`src/rtl/lc3_pkg.sv`:
```
// Shared definitions for the LC-3 multicycle control unit:
// opcodes, controller state encoding and data-memory modes.
package lc3_pkg;

  localparam logic [3:0] OP_BR  = 4'b0000;
  localparam logic [3:0] OP_ADD = 4'b0001;
  localparam logic [3:0] OP_LD  = 4'b0010;
  localparam logic [3:0] OP_ST  = 4'b0011;
  localparam logic [3:0] OP_AND = 4'b0101;
  localparam logic [3:0] OP_LDR = 4'b0110;
  localparam logic [3:0] OP_STR = 4'b0111;
  localparam logic [3:0] OP_NOT = 4'b1001;
  localparam logic [3:0] OP_LDI = 4'b1010;
  localparam logic [3:0] OP_STI = 4'b1011;
  localparam logic [3:0] OP_JMP = 4'b1100;
  localparam logic [3:0] OP_LEA = 4'b1110;

  localparam logic [1:0] MEM_RD   = 2'd0;
  localparam logic [1:0] MEM_IND  = 2'd1;
  localparam logic [1:0] MEM_WR   = 2'd2;
  localparam logic [1:0] MEM_IDLE = 2'd3;

  typedef enum logic [3:0] {
    S_RST,
    S_FETCH,
    S_DECODE,
    S_EXECUTE,
    S_MEM_IND,
    S_MEM_READ,
    S_MEM_WRITE,
    S_WRITEBACK,
    S_UPDATE_PC
  } state_e;

endpackage

```
`src/rtl/lc3_ctrl_timeout.sv`:
```
// Wait-state cycle counter. clr_i zeroes it, en_i advances it,
// expire_o flags the LIMIT-th consecutive enabled cycle.
// Ports: clock, reset, clr_i, en_i -> expire_o.
module lc3_ctrl_timeout #(
  parameter int LIMIT = 64
) (
  input  logic clock,
  input  logic reset,
  input  logic clr_i,
  input  logic en_i,
  output logic expire_o
);

  localparam int CW = $clog2(LIMIT + 1);

  logic [CW-1:0] cnt_q, cnt_d;

  always_comb begin
    cnt_d = cnt_q;
    if (clr_i)
      cnt_d = '0;
    else if (en_i)
      cnt_d = cnt_q + CW'(1);
  end

  always_ff @(posedge clock or posedge reset) begin
    if (reset)
      cnt_q <= '0;
    else
      cnt_q <= cnt_d;
  end

  // Count starts at 0 in the first wait cycle, so LIMIT-1
  // marks the last cycle the FSM may spend waiting.
  assign expire_o = en_i && (cnt_q == CW'(LIMIT - 1));

endmodule

```
`src/rtl/lc3_controller.sv`:
```
// LC-3 multicycle controller: fetch/decode/execute/mem/wb/pc.
// Ports: clock, reset, complete_instr, complete_data, ir, psr ->
//   stage enables, br_taken, mem_state, timeout_err.
// Optional wait timeout enabled by macro LC3_CTRL_TIMEOUT_EN.
module lc3_controller
  import lc3_pkg::*;
#(
  parameter int TIMEOUT_CYCLES = 64
) (
  input  logic        clock,
  input  logic        reset,
  input  logic        complete_instr,
  input  logic        complete_data,
  input  logic [15:0] ir,
  input  logic [2:0]  psr,
  output logic        enable_fetch,
  output logic        enable_decode,
  output logic        enable_execute,
  output logic        enable_writeback,
  output logic        enable_updatepc,
  output logic        br_taken,
  output logic [1:0]  mem_state,
  output logic        timeout_err
);

  state_e     state_q, state_d;
  logic [3:0] op;
  logic       to_expire;
  logic       take_to;
  logic       skip;
  logic       unused_ok;

  assign op = ir[15:12];
  assign unused_ok = ^ir[8:0] ^ (TIMEOUT_CYCLES == 0);

  always_comb begin
    state_d = state_q;
    take_to = 1'b0;
    unique case (state_q)
      S_RST:       state_d = S_FETCH;
      S_FETCH: begin
        if (complete_instr) begin
          state_d = S_DECODE;
        end else if (to_expire) begin
          state_d = S_UPDATE_PC;
          take_to = 1'b1;
        end
      end
      S_DECODE:    state_d = S_EXECUTE;
      S_EXECUTE: begin
        unique case (op)
          OP_ADD, OP_AND,
          OP_NOT, OP_LEA: state_d = S_WRITEBACK;
          OP_LD, OP_LDR:  state_d = S_MEM_READ;
          OP_LDI, OP_STI: state_d = S_MEM_IND;
          OP_ST, OP_STR:  state_d = S_MEM_WRITE;
          default:        state_d = S_UPDATE_PC;
        endcase
      end
      S_MEM_IND: begin
        if (complete_data) begin
          state_d = (op == OP_LDI) ? S_MEM_READ
                                   : S_MEM_WRITE;
        end else if (to_expire) begin
          state_d = S_UPDATE_PC;
          take_to = 1'b1;
        end
      end
      S_MEM_READ: begin
        if (complete_data) begin
          state_d = S_WRITEBACK;
        end else if (to_expire) begin
          state_d = S_UPDATE_PC;
          take_to = 1'b1;
        end
      end
      S_MEM_WRITE: begin
        if (complete_data || to_expire)
          state_d = S_UPDATE_PC;
        take_to = !complete_data && to_expire;
      end
      S_WRITEBACK: state_d = S_UPDATE_PC;
      S_UPDATE_PC: state_d = S_FETCH;
      default:     state_d = S_RST;
    endcase
  end

  always_ff @(posedge clock or posedge reset) begin
    if (reset)
      state_q <= S_RST;
    else
      state_q <= state_d;
  end

`ifdef LC3_CTRL_TIMEOUT_EN
  logic waiting;
  logic skip_q, skip_d;
  logic err_q, err_d;

  assign waiting = (state_q == S_FETCH)
                || (state_q == S_MEM_IND)
                || (state_q == S_MEM_READ)
                || (state_q == S_MEM_WRITE);

  // Any state change clears, so each wait state starts at 0.
  lc3_ctrl_timeout #(
    .LIMIT (TIMEOUT_CYCLES)
  ) u_timeout (
    .clock    (clock),
    .reset    (reset),
    .clr_i    (state_d != state_q),
    .en_i     (waiting),
    .expire_o (to_expire)
  );

  // A timed-out instruction still passes UPDATE_PC but must
  // not branch, whatever stale value ir holds.
  always_comb begin
    skip_d = skip_q;
    if (take_to)
      skip_d = 1'b1;
    else if (state_q == S_UPDATE_PC)
      skip_d = 1'b0;
    err_d = err_q | take_to;
  end

  always_ff @(posedge clock or posedge reset) begin
    if (reset) begin
      skip_q <= 1'b0;
      err_q  <= 1'b0;
    end else begin
      skip_q <= skip_d;
      err_q  <= err_d;
    end
  end

  assign skip        = skip_q;
  assign timeout_err = err_q;
`else
  assign to_expire   = 1'b0;
  assign skip        = 1'b0;
  assign timeout_err = 1'b0;
`endif

  always_comb begin
    enable_fetch     = 1'b0;
    enable_decode    = 1'b0;
    enable_execute   = 1'b0;
    enable_writeback = 1'b0;
    enable_updatepc  = 1'b0;
    br_taken         = 1'b0;
    mem_state        = MEM_IDLE;
    unique case (state_q)
      S_FETCH:     enable_fetch     = 1'b1;
      S_DECODE:    enable_decode    = 1'b1;
      S_EXECUTE:   enable_execute   = 1'b1;
      S_MEM_IND:   mem_state        = MEM_IND;
      S_MEM_READ:  mem_state        = MEM_RD;
      S_MEM_WRITE: mem_state        = MEM_WR;
      S_WRITEBACK: enable_writeback = 1'b1;
      S_UPDATE_PC: begin
        enable_updatepc = 1'b1;
        if (!skip) begin
          if (op == OP_BR)
            br_taken = |(ir[11:9] & psr);
          else if (op == OP_JMP)
            br_taken = 1'b1;
        end
      end
      default: ;
    endcase
  end

endmodule

```
`config.mk`:
```
export PLATFORM = sky130hd
export DESIGN_NAME = lc3_controller
export DESIGN_NICKNAME = d
export VERILOG_FILES = /design/src/rtl/lc3_pkg.sv /design/src/rtl/lc3_ctrl_timeout.sv /design/src/rtl/lc3_controller.sv
export SDC_FILE = /design/constraint.sdc
export NUM_CORES = 1
export LEC_CHECK = 0
export ABC_AREA = 1
export CELL_PAD_IN_SITES_DETAIL_PLACEMENT = 0
export CELL_PAD_IN_SITES_GLOBAL_PLACEMENT = 1
export CORE_MARGIN = 5
export CORE_UTILIZATION = 23
export CTS_CLUSTER_SIZE = 28
export DETAILED_ROUTE_END_ITERATION = 10
export PLACE_DENSITY = 0.83
export SLEW_MARGIN = 10
export SYNTH_ARGS = -nofsm -noshare
export SYNTH_HDL_FRONTEND = slang
export SYNTH_SLANG_ARGS = --single-unit
```
`constraint.sdc`:
```
create_clock -name clock -period 3.8 [get_ports clock]
set_clock_uncertainty 0.2 [all_clocks]
set_input_delay 0.95 -clock clock [delete_from_list [all_inputs] [get_ports clock]]
set_output_delay 0.95 -clock clock [all_outputs]
set_load 0.02 [all_outputs]
```
### Cells by drive strength

(6 px per um)
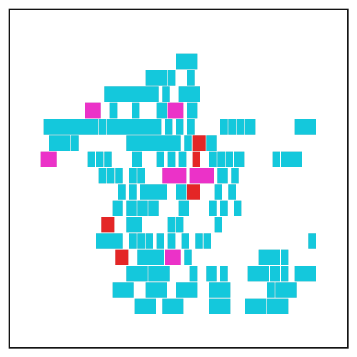
Key: magenta = x3 and x4 [cells 6, most used clkbuf_4]; red = x2 [cells 5]; cyan = x1 and smaller [cells 99, most used nand2_1]
number of non-clock buffers: 22
Design Area, Final: 752.0 um2
final worst setup slack: 113.2 ps
Layout area overhead: 53.32%

### Wires at chosen ports, followed through buffers

(6 px per um)
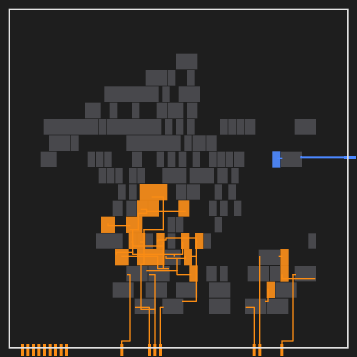
Key: blue = `enable_decode` [bits 1, direction output, end cells 1, buffers 1, wire 8.00 um]; orange = `ir` [bits 16, direction input, end cells 18, buffers 8, wire 205 um]

### Placement view

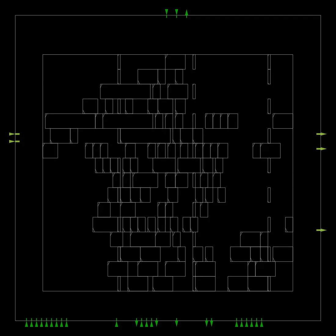
Core Box Area: 0.002002 mm2
Non-Filler Instances: 137
Seq cells: 4
Final Util: 37.56%
Core Rows: 16

### Cell area per tile

(6 px per um) The die is cut into 11 by 11 equal tiles; dark blue is low, red is high, 0 to 100% covered.
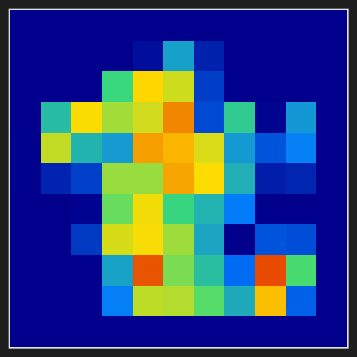
The emptiest ninth of the die: north-east. 51% of the tiles are nearly empty. 6.6% of the tiles are over 75% full. The densest ninth of the die: centre.

==> reports/qor.yml <==
power_and_ir_drop:
  power_w: 0.0004285
  p_clk_w: 0.0000556
  power_leader: "combinational logic"
  leakagePower_nw: 0.3880
synthesis:
  synth_nets: 113
  synth_area_per_cell_um2: 5.638
  yosysChipArea_um2: 490.5
  yosysSeqAreaShare_pct: 20.41
  top_cell_area_share_pct: 22.96
  async_flop_share_pct: 100.0
critical_path:
  endpoint: "br_taken"
  crit_chain: "clkdlybuf4s50_1, inv_1, ha_1, nand2_1, a21oi_1, clkdlybuf4s50_1"
  ff2ff_setup_slack_ps: 2390
  critPathMaxFanout: 4
  required_ps: 2650
  start_kind: "input port"
global_route:
  grt_use_met2_pct: 14.69
  grt_use_met3_pct: 2.784
cts:
  cts_setup_buffers: 0
  root_buffer: "clkbuf_4"
  cts.clk_slew.worst_paths_ps: 40
final_timing:
  worst_hold_slack_ps: 398.9
  finalCritPeriodShare_pct: 97.02
  tns_ps: 0
route:
  met1_length_um: 575
  dr.max_layer_used: "met3"
outcome:
  outcome: "completed"
finish:
  nNetsFinal: 138
  final-clk-cell-share_pct: 2.995
  final_common_cell: "nand2_1"
  flop_area_um2: 100.1
placement:
  dp_hpwl_um: 1102
